===== src/rtl/if_stage_pkg.sv =====
// Shared types and constants for the MIPS instruction-fetch stage.
// Imported by the fetch top and its next-PC selector.
package if_stage_pkg;

    typedef logic [31:0] pc_t;

    typedef enum logic [1:0] {
        S_FETCH  = 2'd0,
        S_HOLD   = 2'd1,
        S_DROP   = 2'd2,
        S_HALTED = 2'd3
    } state_t;

    localparam pc_t         RESET_PC = 32'h0000_3000;
    localparam logic [31:0] NOP_WORD = 32'h0000_0000;

endpackage


===== src/rtl/next_pc_sel.sv =====
// Redirect target select (JR > JMP > branch) and sequential PC+4.
// Purely combinational; the low two target bits are always cleared.
module next_pc_sel
    import if_stage_pkg::*;
(
    input  logic       i_jr,
    input  logic       i_jmp,
    input  pc_t        i_jaddr,
    input  pc_t        i_branch_target,
    input  logic [3:0] i_pc4_hi,
    input  pc_t        i_pc,
    output pc_t        o_target,
    output pc_t        o_seq
);

    always_comb begin
        o_target = i_branch_target & 32'hFFFF_FFFC;
        if (i_jr) begin
            o_target = i_jaddr & 32'hFFFF_FFFC;
        end else if (i_jmp) begin
            o_target = {i_pc4_hi, i_jaddr[25:0], 2'b00};
        end
    end

    assign o_seq = i_pc + 32'd4;

endmodule


===== src/rtl/if_stage.sv =====
// Instruction-fetch stage: PC, imem handshake with wait states,
// decode-resolved redirects, stalls, halt, and the IF/ID register.
module if_stage
    import if_stage_pkg::*;
#(
    parameter pc_t         RESET_PC = if_stage_pkg::RESET_PC,
    parameter logic [31:0] NOP_WORD = if_stage_pkg::NOP_WORD
) (
    input  logic        clk,
    input  logic        CLR_n,
    input  logic        Stall,
    input  logic        Branch_taken,
    input  logic [31:0] branch_target,
    input  logic        JMP,
    input  logic        JR,
    input  logic [31:0] jaddr,
    input  logic        HALT,
    output logic        imem_req,
    output logic [31:0] imem_addr,
    input  logic        imem_ready,
    input  logic [31:0] imem_rdata,
    output logic [31:0] IR,
    output logic [31:0] PC_4,
    output logic        if_valid,
    output logic [31:0] PC,
    output logic        halted
);

    state_t      r_state;
    pc_t         r_pc;
    pc_t         r_pc4;
    pc_t         r_redir_pc;
    logic [31:0] r_ir;
    logic [31:0] r_hold;
    logic        r_valid;
    logic        r_halt_flag;

    logic        w_redirect;
    pc_t         w_target;
    pc_t         w_seq;

    assign w_redirect = (Branch_taken | JMP | JR) & ~Stall;

    next_pc_sel u_sel (
        .i_jr            (JR),
        .i_jmp           (JMP),
        .i_jaddr         (jaddr),
        .i_branch_target (branch_target),
        .i_pc4_hi        (r_pc4[31:28]),
        .i_pc            (r_pc),
        .o_target        (w_target),
        .o_seq           (w_seq)
    );

    always_ff @(posedge clk) begin
        if (!CLR_n) begin
            r_state     <= S_FETCH;
            r_pc        <= RESET_PC;
            r_pc4       <= '0;
            r_redir_pc  <= '0;
            r_ir        <= NOP_WORD;
            r_hold      <= NOP_WORD;
            r_valid     <= 1'b0;
            r_halt_flag <= 1'b0;
        end else begin
            unique case (r_state)
                S_FETCH: begin
                    if (HALT) begin
                        r_ir    <= NOP_WORD;
                        r_valid <= 1'b0;
                        if (imem_ready) begin
                            r_state <= S_HALTED;
                        end else begin
                            r_halt_flag <= 1'b1;
                            r_state     <= S_DROP;
                        end
                    end else if (imem_ready && w_redirect) begin
                        r_ir    <= NOP_WORD;
                        r_valid <= 1'b0;
                        r_pc    <= w_target;
                    end else if (imem_ready && Stall) begin
                        r_hold  <= imem_rdata;
                        r_state <= S_HOLD;
                    end else if (imem_ready) begin
                        r_ir    <= imem_rdata;
                        r_pc4   <= w_seq;
                        r_valid <= 1'b1;
                        r_pc    <= w_seq;
                    end else if (w_redirect) begin
                        r_redir_pc <= w_target;
                        r_ir       <= NOP_WORD;
                        r_valid    <= 1'b0;
                        r_state    <= S_DROP;
                    end else if (!Stall) begin
                        r_ir    <= NOP_WORD;
                        r_valid <= 1'b0;
                    end
                end
                S_HOLD: begin
                    if (HALT) begin
                        r_ir    <= NOP_WORD;
                        r_valid <= 1'b0;
                        r_state <= S_HALTED;
                    end else if (!Stall) begin
                        if (w_redirect) begin
                            r_ir    <= NOP_WORD;
                            r_valid <= 1'b0;
                            r_pc    <= w_target;
                        end else begin
                            r_ir    <= r_hold;
                            r_pc4   <= w_seq;
                            r_valid <= 1'b1;
                            r_pc    <= w_seq;
                        end
                        r_state <= S_FETCH;
                    end
                end
                S_DROP: begin
                    if (HALT || !Stall) begin
                        r_ir    <= NOP_WORD;
                        r_valid <= 1'b0;
                    end
                    // the late response is thrown away; latest redirect wins
                    if (imem_ready) begin
                        if (r_halt_flag || HALT) begin
                            r_state <= S_HALTED;
                        end else begin
                            r_pc    <= w_redirect ? w_target : r_redir_pc;
                            r_state <= S_FETCH;
                        end
                    end else if (HALT) begin
                        r_halt_flag <= 1'b1;
                    end else if (w_redirect) begin
                        r_redir_pc <= w_target;
                    end
                end
                S_HALTED: begin
                    r_ir    <= NOP_WORD;
                    r_valid <= 1'b0;
                end
            endcase
        end
    end

    assign imem_req  = CLR_n &
                       ((r_state == S_FETCH) || (r_state == S_DROP));
    assign imem_addr = r_pc;
    assign IR        = r_ir;
    assign PC_4      = r_pc4;
    assign if_valid  = r_valid;
    assign PC        = r_pc;
    assign halted    = (r_state == S_HALTED);

endmodule


===== config.mk =====
export PLATFORM = sky130hd
export DESIGN_NAME = if_stage
export DESIGN_NICKNAME = d
export VERILOG_FILES = /design/src/rtl/if_stage_pkg.sv /design/src/rtl/next_pc_sel.sv /design/src/rtl/if_stage.sv
export SDC_FILE = /design/constraint.sdc
export NUM_CORES = 1
export LEC_CHECK = 0
export ABC_AREA = 1
export CAP_MARGIN = 30
export CORE_MARGIN = 2
export CORE_UTILIZATION = 35
export DETAILED_ROUTE_END_ITERATION = 8
export SYNTH_ARGS = -nofsm -noshare
export SYNTH_HDL_FRONTEND = slang
export SYNTH_HIERARCHICAL = 1
export SYNTH_SLANG_ARGS = --single-unit

===== constraint.sdc =====
create_clock -name clk -period 2.2 [get_ports clk]
set_input_delay 0.66 -clock clk [delete_from_list [all_inputs] [get_ports clk]]
set_output_delay 0.66 -clock clk [all_outputs]
set_load 0.01 [all_outputs]

clocks.png
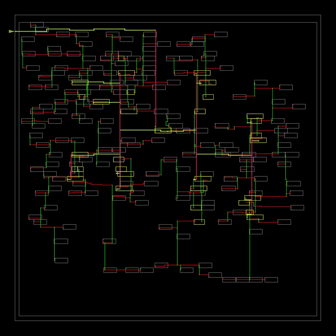
CTS sink cnt: 164
TritonCTS Buffers: 17

wires.png
(3 px per um)
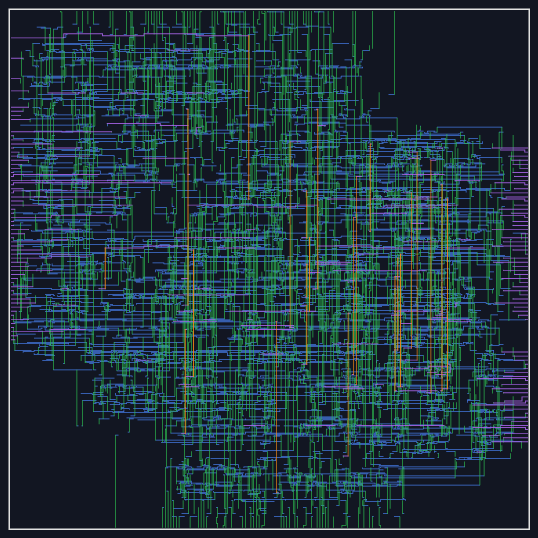
| colour | layer | wire length |
|---|---|---|
| purple | metal 3 | 2020 um |
| green | metal 2 | 16400 um |
| orange | metal 4 | 1100 um |
| blue | metal 1 | 14600 um |

==> reports/qor.txt <==
CP Capture Type -> output pin
Worst path cell trace -> buf_4, clkdlybuf4s50_1
Global-route wire length before repair -> 54800 um
Die H -> 173 um
Post-CTS sizing -> 28
GRT overflow -> 0
H-Tree Depth -> 4
DP Area -> 0.0132 mm^2
Yosys cell count -> 1630
Vias in the first global route -> 10400
Worst setup path endpoint -> imem_addr[13]
Worst Hold Depth -> 2
Reg2Reg Setup Slack -> 210 ps
Rows -> 61
Reg-to-Reg End -> PC[18]
NumNets Final -> 1977
Leading area contributor after synthesis -> dfxtp_1
Flip-flop and latch area -> 0.00332 mm^2
Crit path arrival time -> 1500 ps
Slew headroom -> 55.5%
RSZ-0062 raised after global routing -> true
Slowest stage cell, crit path -> clkdlybuf4s50_1
Share of layout cells above drive strength 1 -> 13.0%
Reg2Reg Depth -> 12
Yosys stat chip area -> 0.00998 mm^2
Slew @ Worst Pin -> 668 ps
PwrDens -> 983 mW/mm^2
Commonest cells post-synth -> 493 x nand2_1, 218 x nor2_1, 164 x dfxtp_1, 117 x inv_1, 113 x a21oi_1
Setup TNS -> 0 ps
CTS tree -> built
Core Util at FP -> 35.7%
Status -> finished, final reports clean
Routed WL -> 34200 um
Hold Path Sink -> r_redir_pc[10]
Pin count of the biggest net entering global routing -> 71
Via/cell ratio -> 4.92
Setup crit start kind -> register
clk_routes.png
(1.5 px per um)
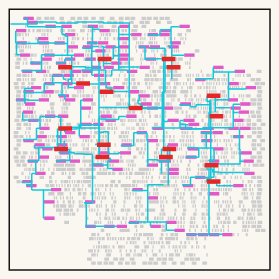
[cyan] clock wires | length: 2440 um
[red] clock drivers | count: 17
[magenta] flip-flops | count: 164
routed clock nets: 18
final setup skew: 13.7 ps
clock network fraction of design power: 23.0%

logic_types.png
(1.5 px per um)
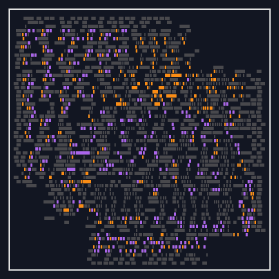
| colour | family | cells | most used | where |
|---|---|---|---|---|
| orange | nor cells | 242 | nor2_1 | widely spread |
| purple | aoi and oai cells | 297 | a21oi_1 | widely spread |

-- per-layer routing --
| layer | up-vias | part of all wire [%] | global-route usage (%) |
|---|---|---|---|
| met5 | - | 0 | 0 |
| met4 | 0 | 3.2 | 8.58 |
| met3 | 60 | 5.9 | 4.27 |
| met2 | 352 | 48 | 39.2 |
| met1 | 5069 | 43 | 28.1 |
| li1 | 5644 | - | - |
-- layout make-up --
| class | count | area share, % |
|---|---|---|
| repair buffers | 358 | 24.9 |
| multi-input cells | 1203 | 39.9 |
| flip-flops and latches | 164 | 23.9 |
| clock inverters | 15 | 1.47 |
| clock buffers | 17 | 3.06 |
| well taps | 378 | 3.40 |
| inverters | 124 | 3.35 |
-- cell families (layout without fill, tap and decap cells) --
group	Yosys count	count (layout)	share of synthesized area [%]
AOI/OAI and AO/OA	302	302	15.9
DFF	164	164	32.9
other	1	2	0.0376
buffers and inverters	264	514	12.0
adders and majority gates	5	5	0.627
xor gates and xnor gates	15	15	1.47
and+or+nand+nor	879	879	37.0
-- metrics by stage --
stage,setup WS (ps),hold slack [ps],instances,util (%)
6_report,38.3,454,2259,49.8
2_1_floorplan,354,430,1631,-
3_5_place_dp,-240,445,2225,47.3
5_1_grt,-12.9,486,2259,49.8
4_1_cts,-103,455,2257,49.6
3_3_place_gp,-221,440,2225,47.3
-- critical path: cells and delay by family (launching register included) --
kind | cells | cell delay (ps)
buffers and inverters | 2 | 690
DFF | 1 | 370
-- power breakdown --
group / switching (W) / total, W / internal (W) / leakage, nW
combinational: 0.00361 / 0.00648 / 0.00287 / 4.64
sequential: 0.000482 / 0.00405 / 0.00357 / 1.35
clock: 0.00158 / 0.00314 / 0.00156 / 0.301
total: 0.00567 / 0.0137 / 0.00800 / 6.29
Power is estimated from default activity; no workload was simulated.
